$ cat src/rtl/pipeline_ctrl_if.sv
// Hazard/sequencing control bundle between the front-end pipeline stages and pipeline_ctrl.
// slave = the controller, master = the pipeline stages driving it.
interface pipeline_ctrl_if #(
    parameter int unsigned OUTST_W = 3
);
    logic [8:0]         dec_rs1_in;
    logic [8:0]         dec_rs2_in;
    logic               dec_rs1_read_in;
    logic               dec_rs2_read_in;
    logic               dec_fence_in;
    logic               ex_valid_in;
    logic               ex_rd_write_in;
    logic               ex_mem_read_in;
    logic [8:0]         ex_rd_in;
    logic               mem_valid_in;
    logic               mem_rd_write_in;
    logic [8:0]         mem_rd_in;
    logic               mem_stall_in;
    logic               mem_issue_in;
    logic               mem_done_in;
    logic               mispredict_in;
    logic               fetch_stall_out;
    logic               fetch_flush_out;
    logic               dec_stall_out;
    logic               dec_flush_out;
    logic               fence_busy_out;
    logic [OUTST_W-1:0] outst_count_out;
    logic               outst_err_out;

    modport master (
        output dec_rs1_in, dec_rs2_in, dec_rs1_read_in, dec_rs2_read_in, dec_fence_in,
        output ex_valid_in, ex_rd_write_in, ex_mem_read_in, ex_rd_in,
        output mem_valid_in, mem_rd_write_in, mem_rd_in,
        output mem_stall_in, mem_issue_in, mem_done_in, mispredict_in,
        input  fetch_stall_out, fetch_flush_out, dec_stall_out, dec_flush_out,
        input  fence_busy_out, outst_count_out, outst_err_out
    );

    modport slave (
        input  dec_rs1_in, dec_rs2_in, dec_rs1_read_in, dec_rs2_read_in, dec_fence_in,
        input  ex_valid_in, ex_rd_write_in, ex_mem_read_in, ex_rd_in,
        input  mem_valid_in, mem_rd_write_in, mem_rd_in,
        input  mem_stall_in, mem_issue_in, mem_done_in, mispredict_in,
        output fetch_stall_out, fetch_flush_out, dec_stall_out, dec_flush_out,
        output fence_busy_out, outst_count_out, outst_err_out
    );
endinterface

$ cat src/rtl/pipeline_ctrl.sv
// Front-end hazard/sequencing controller: load-use bubbles, mispredict redirect, fence drain.
// Define PIPECTL_FORWARDING_EN when execute-to-execute forwarding exists (only load-use bubbles).
module pipeline_ctrl #(
    parameter int unsigned OUTST_W = 3
) (
    input  logic           clk,
    input  logic           rst_n,
    pipeline_ctrl_if.slave bus
);
    localparam logic [OUTST_W-1:0] CNT_MAX = '1;

    typedef enum logic [1:0] {
        ST_RUN     = 2'd0,
        ST_DRAIN   = 2'd1,
        ST_RELEASE = 2'd2
    } state_t;

    state_t             state;
    logic [OUTST_W-1:0] cnt;
    logic               err;

    logic hz_ex_c;
    logic load_use_c;
    logic hazard_bubble_c;
    logic drain_wait_c;

    // True when a decode source register (never x0) matches the given producer rd.
    function automatic logic src_match(input logic [8:0] rd);
        return ((bus.dec_rs1_read_in && (bus.dec_rs1_in != 9'd0) && (bus.dec_rs1_in == rd)) ||
                (bus.dec_rs2_read_in && (bus.dec_rs2_in != 9'd0) && (bus.dec_rs2_in == rd)));
    endfunction

    assign hz_ex_c    = bus.ex_valid_in && bus.ex_rd_write_in && src_match(bus.ex_rd_in);
    assign load_use_c = hz_ex_c && bus.ex_mem_read_in;

`ifdef PIPECTL_FORWARDING_EN
    assign hazard_bubble_c = load_use_c;
`else
    logic hz_mem_c;
    assign hz_mem_c        = bus.mem_valid_in && bus.mem_rd_write_in && src_match(bus.mem_rd_in);
    assign hazard_bubble_c = hz_ex_c || hz_mem_c;
`endif

    // Fence must wait for every in-flight or in-pipe data-memory access.
    assign drain_wait_c = (cnt != '0) || (bus.ex_valid_in && bus.ex_mem_read_in) || bus.mem_valid_in;

    // Outstanding data-memory op counter with sticky saturation error.
    always_ff @(posedge clk or negedge rst_n) begin
        if (!rst_n) begin
            cnt <= '0;
            err <= 1'b0;
        end else if (bus.mem_issue_in && !bus.mem_done_in) begin
            if (cnt == CNT_MAX) err <= 1'b1;
            else                cnt <= cnt + OUTST_W'(1);
        end else if (bus.mem_done_in && !bus.mem_issue_in) begin
            if (cnt == '0) err <= 1'b1;
            else           cnt <= cnt - OUTST_W'(1);
        end
    end

    // Fence sequencing; a mispredict discards any fence in progress.
    always_ff @(posedge clk or negedge rst_n) begin
        if (!rst_n) begin
            state <= ST_RUN;
        end else if (bus.mispredict_in) begin
            state <= ST_RUN;
        end else begin
            case (state)
                ST_RUN:     if (bus.dec_fence_in && !bus.mem_stall_in) state <= ST_DRAIN;
                ST_DRAIN:   if (!drain_wait_c) state <= ST_RELEASE;
                ST_RELEASE: if (!bus.mem_stall_in) state <= ST_RUN;
                default:    state <= ST_RUN;
            endcase
        end
    end

    // Prioritised stage controls, combinational from inputs and registered state.
    always_comb begin
        bus.fetch_stall_out = 1'b0;
        bus.fetch_flush_out = 1'b0;
        bus.dec_stall_out   = 1'b0;
        bus.dec_flush_out   = 1'b0;
        if (!rst_n) begin
            bus.fetch_flush_out = 1'b1;
            bus.dec_flush_out   = 1'b1;
        end else if (bus.mem_stall_in) begin
            bus.fetch_stall_out = 1'b1;
            bus.dec_stall_out   = 1'b1;
        end else if (bus.mispredict_in) begin
            bus.fetch_flush_out = 1'b1;
            bus.dec_flush_out   = 1'b1;
        end else if ((state == ST_DRAIN) && drain_wait_c) begin
            bus.fetch_stall_out = 1'b1;
            bus.dec_flush_out   = 1'b1;
        end else if (hazard_bubble_c) begin
            bus.fetch_stall_out = 1'b1;
            bus.dec_flush_out   = 1'b1;
        end
    end

    assign bus.fence_busy_out  = (state != ST_RUN);
    assign bus.outst_count_out = cnt;
    assign bus.outst_err_out   = err;
endmodule

$ cat src/flat_wrapper.sv
// flat-port wrapper written by rule: the top's interface ports become plain ports
module pipeline_ctrl_flat 
#(
    parameter int unsigned OUTST_W = 3
)
  (clk, rst_n, bus_dec_rs1_in, bus_dec_rs2_in, bus_dec_rs1_read_in, bus_dec_rs2_read_in, bus_dec_fence_in, bus_ex_valid_in, bus_ex_rd_write_in, bus_ex_mem_read_in, bus_ex_rd_in, bus_mem_valid_in, bus_mem_rd_write_in, bus_mem_rd_in, bus_mem_stall_in, bus_mem_issue_in, bus_mem_done_in, bus_mispredict_in, bus_fetch_stall_out, bus_fetch_flush_out, bus_dec_stall_out, bus_dec_flush_out, bus_fence_busy_out, bus_outst_count_out, bus_outst_err_out);
  pipeline_ctrl_if #(.OUTST_W(OUTST_W)) bus_i ();
  input  logic clk;
  input  logic rst_n;
  input wire logic [$bits(bus_i.dec_rs1_in)-1:0] bus_dec_rs1_in;
  input wire logic [$bits(bus_i.dec_rs2_in)-1:0] bus_dec_rs2_in;
  input wire logic [$bits(bus_i.dec_rs1_read_in)-1:0] bus_dec_rs1_read_in;
  input wire logic [$bits(bus_i.dec_rs2_read_in)-1:0] bus_dec_rs2_read_in;
  input wire logic [$bits(bus_i.dec_fence_in)-1:0] bus_dec_fence_in;
  input wire logic [$bits(bus_i.ex_valid_in)-1:0] bus_ex_valid_in;
  input wire logic [$bits(bus_i.ex_rd_write_in)-1:0] bus_ex_rd_write_in;
  input wire logic [$bits(bus_i.ex_mem_read_in)-1:0] bus_ex_mem_read_in;
  input wire logic [$bits(bus_i.ex_rd_in)-1:0] bus_ex_rd_in;
  input wire logic [$bits(bus_i.mem_valid_in)-1:0] bus_mem_valid_in;
  input wire logic [$bits(bus_i.mem_rd_write_in)-1:0] bus_mem_rd_write_in;
  input wire logic [$bits(bus_i.mem_rd_in)-1:0] bus_mem_rd_in;
  input wire logic [$bits(bus_i.mem_stall_in)-1:0] bus_mem_stall_in;
  input wire logic [$bits(bus_i.mem_issue_in)-1:0] bus_mem_issue_in;
  input wire logic [$bits(bus_i.mem_done_in)-1:0] bus_mem_done_in;
  input wire logic [$bits(bus_i.mispredict_in)-1:0] bus_mispredict_in;
  output wire logic [$bits(bus_i.fetch_stall_out)-1:0] bus_fetch_stall_out;
  output wire logic [$bits(bus_i.fetch_flush_out)-1:0] bus_fetch_flush_out;
  output wire logic [$bits(bus_i.dec_stall_out)-1:0] bus_dec_stall_out;
  output wire logic [$bits(bus_i.dec_flush_out)-1:0] bus_dec_flush_out;
  output wire logic [$bits(bus_i.fence_busy_out)-1:0] bus_fence_busy_out;
  output wire logic [$bits(bus_i.outst_count_out)-1:0] bus_outst_count_out;
  output wire logic [$bits(bus_i.outst_err_out)-1:0] bus_outst_err_out;
  assign bus_i.dec_rs1_in = bus_dec_rs1_in;
  assign bus_i.dec_rs2_in = bus_dec_rs2_in;
  assign bus_i.dec_rs1_read_in = bus_dec_rs1_read_in;
  assign bus_i.dec_rs2_read_in = bus_dec_rs2_read_in;
  assign bus_i.dec_fence_in = bus_dec_fence_in;
  assign bus_i.ex_valid_in = bus_ex_valid_in;
  assign bus_i.ex_rd_write_in = bus_ex_rd_write_in;
  assign bus_i.ex_mem_read_in = bus_ex_mem_read_in;
  assign bus_i.ex_rd_in = bus_ex_rd_in;
  assign bus_i.mem_valid_in = bus_mem_valid_in;
  assign bus_i.mem_rd_write_in = bus_mem_rd_write_in;
  assign bus_i.mem_rd_in = bus_mem_rd_in;
  assign bus_i.mem_stall_in = bus_mem_stall_in;
  assign bus_i.mem_issue_in = bus_mem_issue_in;
  assign bus_i.mem_done_in = bus_mem_done_in;
  assign bus_i.mispredict_in = bus_mispredict_in;
  assign bus_fetch_stall_out = bus_i.fetch_stall_out;
  assign bus_fetch_flush_out = bus_i.fetch_flush_out;
  assign bus_dec_stall_out = bus_i.dec_stall_out;
  assign bus_dec_flush_out = bus_i.dec_flush_out;
  assign bus_fence_busy_out = bus_i.fence_busy_out;
  assign bus_outst_count_out = bus_i.outst_count_out;
  assign bus_outst_err_out = bus_i.outst_err_out;
  pipeline_ctrl #(.OUTST_W(OUTST_W)) u_core (.clk(clk), .rst_n(rst_n), .bus(bus_i));
endmodule
$ cat config.mk
export PLATFORM = sky130hd
export DESIGN_NAME = pipeline_ctrl_flat
export DESIGN_NICKNAME = d
export VERILOG_FILES = /design/src/rtl/pipeline_ctrl_if.sv /design/src/rtl/pipeline_ctrl.sv /design/src/flat_wrapper.sv
export SDC_FILE = /design/constraint.sdc
export NUM_CORES = 1
export LEC_CHECK = 0
export ABC_AREA = 1
export CORE_MARGIN = 5
export CORE_UTILIZATION = 42
export CTS_CLUSTER_DIAMETER = 40
export DETAILED_ROUTE_END_ITERATION = 12
export PLACE_DENSITY = 0.86
export SLEW_MARGIN = 20
export SYNTH_ARGS = -nofsm -noshare
export SYNTH_HDL_FRONTEND = slang
export SYNTH_SLANG_ARGS = --single-unit
export TNS_END_PERCENT = 10
$ cat constraint.sdc
create_clock -name clk -period 2.85 [get_ports clk]
set_clock_uncertainty 0.2 [all_clocks]
set_input_delay 0.4275 -clock clk [delete_from_list [all_inputs] [get_ports clk]]
set_output_delay 0.4275 -clock clk [all_outputs]
set_load 0.005 [all_outputs]
Fig. 1: run 1, placed standard cells
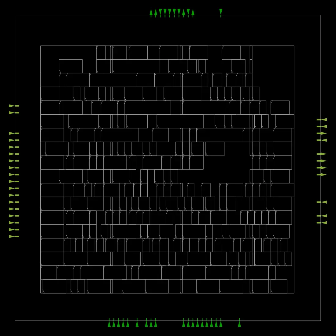
FILL cells: 199
TAP cells: 30
final core utilization: 0.732

Fig. 2: run 1, sequential cells grouped by signal name
Bar = 20 µm. Other sequential cells in the stronger gray, the rest of the logic in the fainter gray.
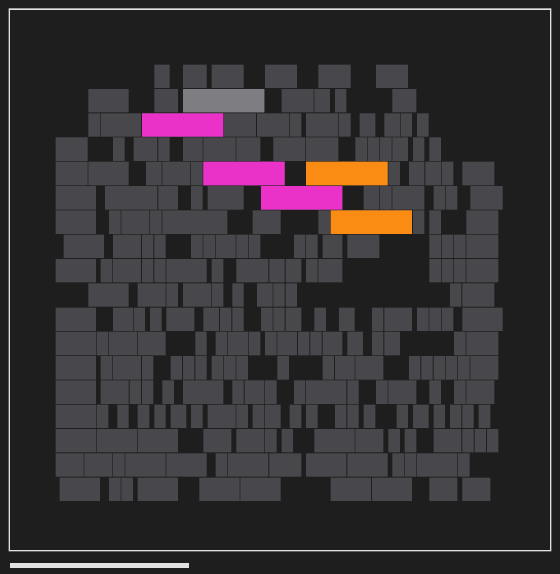
| signal | color | sequential cells |
|---|---|---|
| u_core.state | orange | 2 |
| u_core.bus.outst_count_out | magenta | 3 |
not colored: 1
Seq/total area: 0.0836
Seq. pwr: 0.175 mW
Flop area: 150 µm²

Fig. 3: run 1, wire density map
The die is cut into 12 by 12 equal tiles; dark blue is low, red is high, scaled to the fullest tile. Values are wire area over tile area, all layers added.
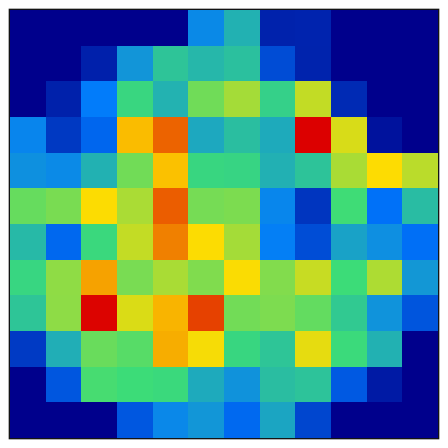
tiles over half the peak: 33%
nearly empty tiles: 18%
mean over tiles: 0.14
densest ninth of the die: center
fullest tile: 0.36
DRT Wirelength: 3.05 mm
DR vias: 1,307

==> summary.txt, run 1 <==
yosys + openroad results -> DP Area=1700 µm², ys async rst share=1.00, area delta synth->final=68.0%, Nets at Floorplan=245, Worst Setup Slack, final=0.248 ns, cell row count=18, Final Max Slew Viols=0, total power=~0.65 mW, yosys cell count=192, total grt overflow=0, Critical Path Most Common Cell=nand2_1, family with the most delay on the worst path=buffers and inverters, clk_lat worst skew=around 0.25 ns, hpwl dp=2.58 mm, Worst R2R End=u_core.bus.outst_count_out[2], worst r2r path cells=4, arrival time at the worst endpoint=1.97 ns, Syn Area/Cell=between 5 and 6 µm², worst path required time=about 2.2 ns, floorplan core density=0.436, Max stage delay on crit path=0.49 ns, hold_sp=u_core.bus.outst_err_out, CTS Buf Count=3, Worst setup SP type=primary input, CP max stage cell=clkdlybuf4s50_1, status=complete, no violations, post-layout period usage=0.913, maximum fanout along the worst path=3, CP Class=in -> out, Post-synth EDFFs=0, CTS Buffer Depth=2, Synth mux share=0.0105, chip footprint=3660 µm², final hold vios=0, Top FF cell, synth=dfrtp_1
run 1: state kept, by name, indices dropped and copies added, names as in the netlist:
signal / count
u_core.bus.outst_count_out: 3
u_core.bus.outst_err_out: 1
u_core.state: 2
run 1: kinds of logic (layout without fill, tap and decap cells):
family | after synthesis | in the layout
simple gates | 117 | 117
xor+xnor | 22 | 22
buf+inv | 38 | 100
flops | 6 | 6
fa+ha+maj | 3 | 3
mux | 1 | 1
compound gates | 5 | 5
run 1: how the worst max path moves through the flow:
stage	depth (start not counted)	to	from
after detailed placement	14	bus_fetch_stall_out	bus_dec_rs1_in[8]
after global routing	14	bus_fetch_stall_out	bus_dec_rs1_in[8]
final	11	bus_fetch_stall_out	bus_ex_rd_in[8]
after global placement	14	bus_fetch_stall_out	bus_dec_rs1_in[8]
after floorplan	7	u_core.bus.outst_count_out[2]	bus_mem_done_in
after CTS	11	bus_fetch_stall_out	bus_dec_rs2_in[8]
run 1: report_power, final:
group,total (mW),leakage [nW],internal (mW),switching (mW)
Clock,0.0784,0.0138,0.0476,0.0308
Sequential,0.175,0.0701,0.126,0.0488
Combinational,0.393,1.06,0.227,0.167
Total,0.647,1.14,0.400,0.246
run 1: repair_timing:
action,4_1_cts,5_1_grt
gates resized,6,32
hold buffers,0,0
setup endpoints to repair,2,2
pin swaps,1,4
run 1: final cells by class:
type	instances	area (µm²)	area share
sequential	6	150	0.0836
inverter	38	143	0.0794
timing repair buffer	59	659	0.367
multi-input combinational	148	785	0.437
clock buffer	3	22.5	0.0125
tap	30	37.5	0.0209
run 1: routing by layer:
metal  routed length [µm]  vias to the layer above  global-route usage  part of all wire
li1                     -                      703                   -                 -
met1                 1270                      553               0.183              0.42
met2                 1510                       44               0.281              0.49
met3                  213                        7              0.0383             0.070
met4                   63                        0              0.0650             0.021
met5                    0                        -                   0                 0
Fig. 4: run 1, clock distribution
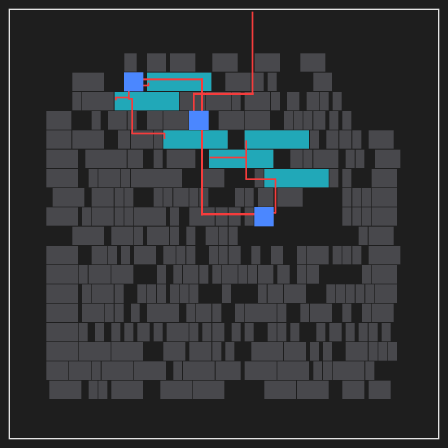

==> run 2: changes to the inputs <==
--- a/config.mk
+++ b/config.mk
@@ -7,10 +7,10 @@
 export LEC_CHECK = 0
 export ABC_AREA = 1
 export CORE_MARGIN = 5
-export CORE_UTILIZATION = 42
+export CORE_UTILIZATION = 39
 export CTS_CLUSTER_DIAMETER = 40
 export DETAILED_ROUTE_END_ITERATION = 12
-export PLACE_DENSITY = 0.86
+export PLACE_DENSITY = 0.81
 export SLEW_MARGIN = 20
 export SYNTH_ARGS = -nofsm -noshare
 export SYNTH_HDL_FRONTEND = slang
==> constraint.sdc (replaced) <==
create_clock -name clk -period 2.95 [get_ports clk]
set_clock_uncertainty 0.2 [all_clocks]
set_input_delay 0.4425 -clock clk [delete_from_list [all_inputs] [get_ports clk]]
set_output_delay 0.4425 -clock clk [all_outputs]
set_load 0.005 [all_outputs]
Fig. 5: run 2, clock distribution
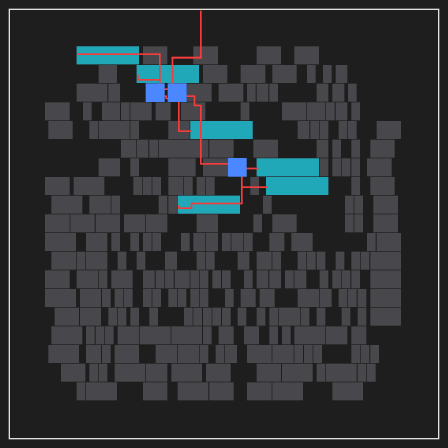
[clock wires] red | length: 89.5 µm
[flip-flops] cyan | count: 6
[clock drivers] blue | count: 3
routed clock nets: 4

Fig. 6: run 2, placed standard cells
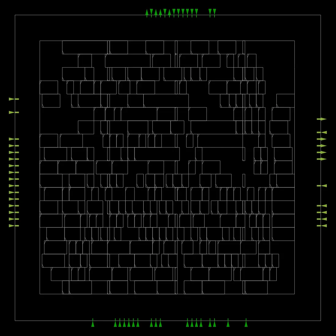
Seq/total area: 0.0845
TAP cells: 31
core area: 2690 µm²
FILL cells: 265
cell row count: 19

==> summary.txt, run 2 <==
yosys + openroad results -> Critical Path Most Common Cell=nand2_1, Seq. pwr=0.170 mW (-3%), DRT Wirelength=2.88 mm (-5.8%), CTS Buffer Depth=2 (unchanged), clk_lat worst skew=0.24 ns (about the same), Comb pwr share=0.612 (+0.004), floorplan core density=0.398 (-0.0375), Int Pwr=0.392 mW (-2.2%), worst path required time=2.31 ns (+0.09 ns), CP Class=in -> out, Worst setup SP type=primary input, Top FF cell, synth=dfrtp_1, Hold Path End=u_core.bus.outst_err_out, post-layout period usage=0.954, final hold vios=0 (unchanged), DP Area=1700 µm² (about the same), area delta synth->final=66.1%, clock-net power=0.0736 mW (-6.1%), hold_buf cts=0 (unchanged), Max stage delay on crit path=0.53 ns (+0.04 ns), maximum fanout along the worst path=3 (unchanged), arrival time at the worst endpoint=2.17 ns (+0.20 ns), worst r2r path cells=4 (unchanged), final core utilization=0.661 (-0.0705), Worst R2R End=u_core.bus.outst_count_out[2], CTS Buf Count=3 (unchanged), Largest register FFs=3 (unchanged), hpwl dp=2.55 mm (-1.3%), part of the power in registers=0.271 (about the same), yosys cell count=192 (unchanged), chip footprint=3890 µm² (+6.4%), total grt overflow=0 (unchanged), status=complete, no violations, CP max stage cell=clkdlybuf4s50_1, hold_sp=u_core.bus.outst_err_out, Syn Area/Cell=5.57 µm² (unchanged), ys async rst share=1.00 (unchanged), clock power share=0.117 (-0.004), P_sw=0.235 mW (-4.7%), Final Max Slew Viols=0 (unchanged), DR vias=1,273 (-2.6%), Comb group=0.383 mW (-3%), Nets at Floorplan=245 (unchanged), Post-synth EDFFs=0 (unchanged)
## run 2: cell counts after synthesis
Identical to the previous run, type by type.
## run 2: cell type report
| class | count | area, µm² | share of cell area |
|---|---|---|---|
| multi-input combinational | 148 | 782 | 0.440 |
| timing repair buffer | 59 | 641 | 0.361 |
| sequential | 6 | 150 | 0.0845 |
| inverter | 38 | 143 | 0.0803 |
| tap | 31 | 38.8 | 0.0218 |
| clock buffer | 3 | 22.5 | 0.0127 |
## run 2: cell families (layout without fill, tap and decap cells)
group,Yosys count,after routing,share of synthesized area
flip-flops,6,6,0.140
multiplexers,1,1,0.0105
AND-OR/OR-AND,5,5,0.0234
buffers and inverters,38,100,0.133
XOR/XNOR,22,22,0.180
AND/OR/NAND/NOR,117,117,0.470
adder cells (fa/ha/maj),3,3,0.0421
## run 2: per-layer routing
metal	wire length, µm	global-route usage
met5	0	0
met2	1420	0.262
met3	175	0.0270
met1	1280	0.179
met4	0	0.0292
## run 2: how the worst max path moves through the flow
stage	slack, ns	end	cells after the start	start
2_1_floorplan	1.05	u_core.bus.outst_count_out[2]	7	bus_mem_done_in
3_3_place_gp	0.05	bus_fetch_stall_out	14	bus_dec_rs1_in[8]
3_5_place_dp	0.04	bus_fetch_stall_out	14	bus_dec_rs1_in[8]
4_1_cts	0.04	bus_fetch_stall_out	14	bus_dec_rs1_in[8]
5_1_grt	0.005	bus_dec_flush_out	11	bus_dec_rs1_in[1]
6_report	0.13	bus_fetch_stall_out	11	bus_dec_rs1_in[1]
## run 2: timing repair
action / CTS / global route
hold endpoints to repair: 0 / 0
endpoints found under the setup margin: 0 / 2
gates resized: 0 / 23
## run 2: critical path: cells and delay by family
family | cells | cell delay [ns]
buffers and inverters | 2 | 1.02
AND/OR/NAND/NOR | 8 | 0.58
XOR/XNOR | 1 | 0.13
Power and IR drop assume default switching activity.
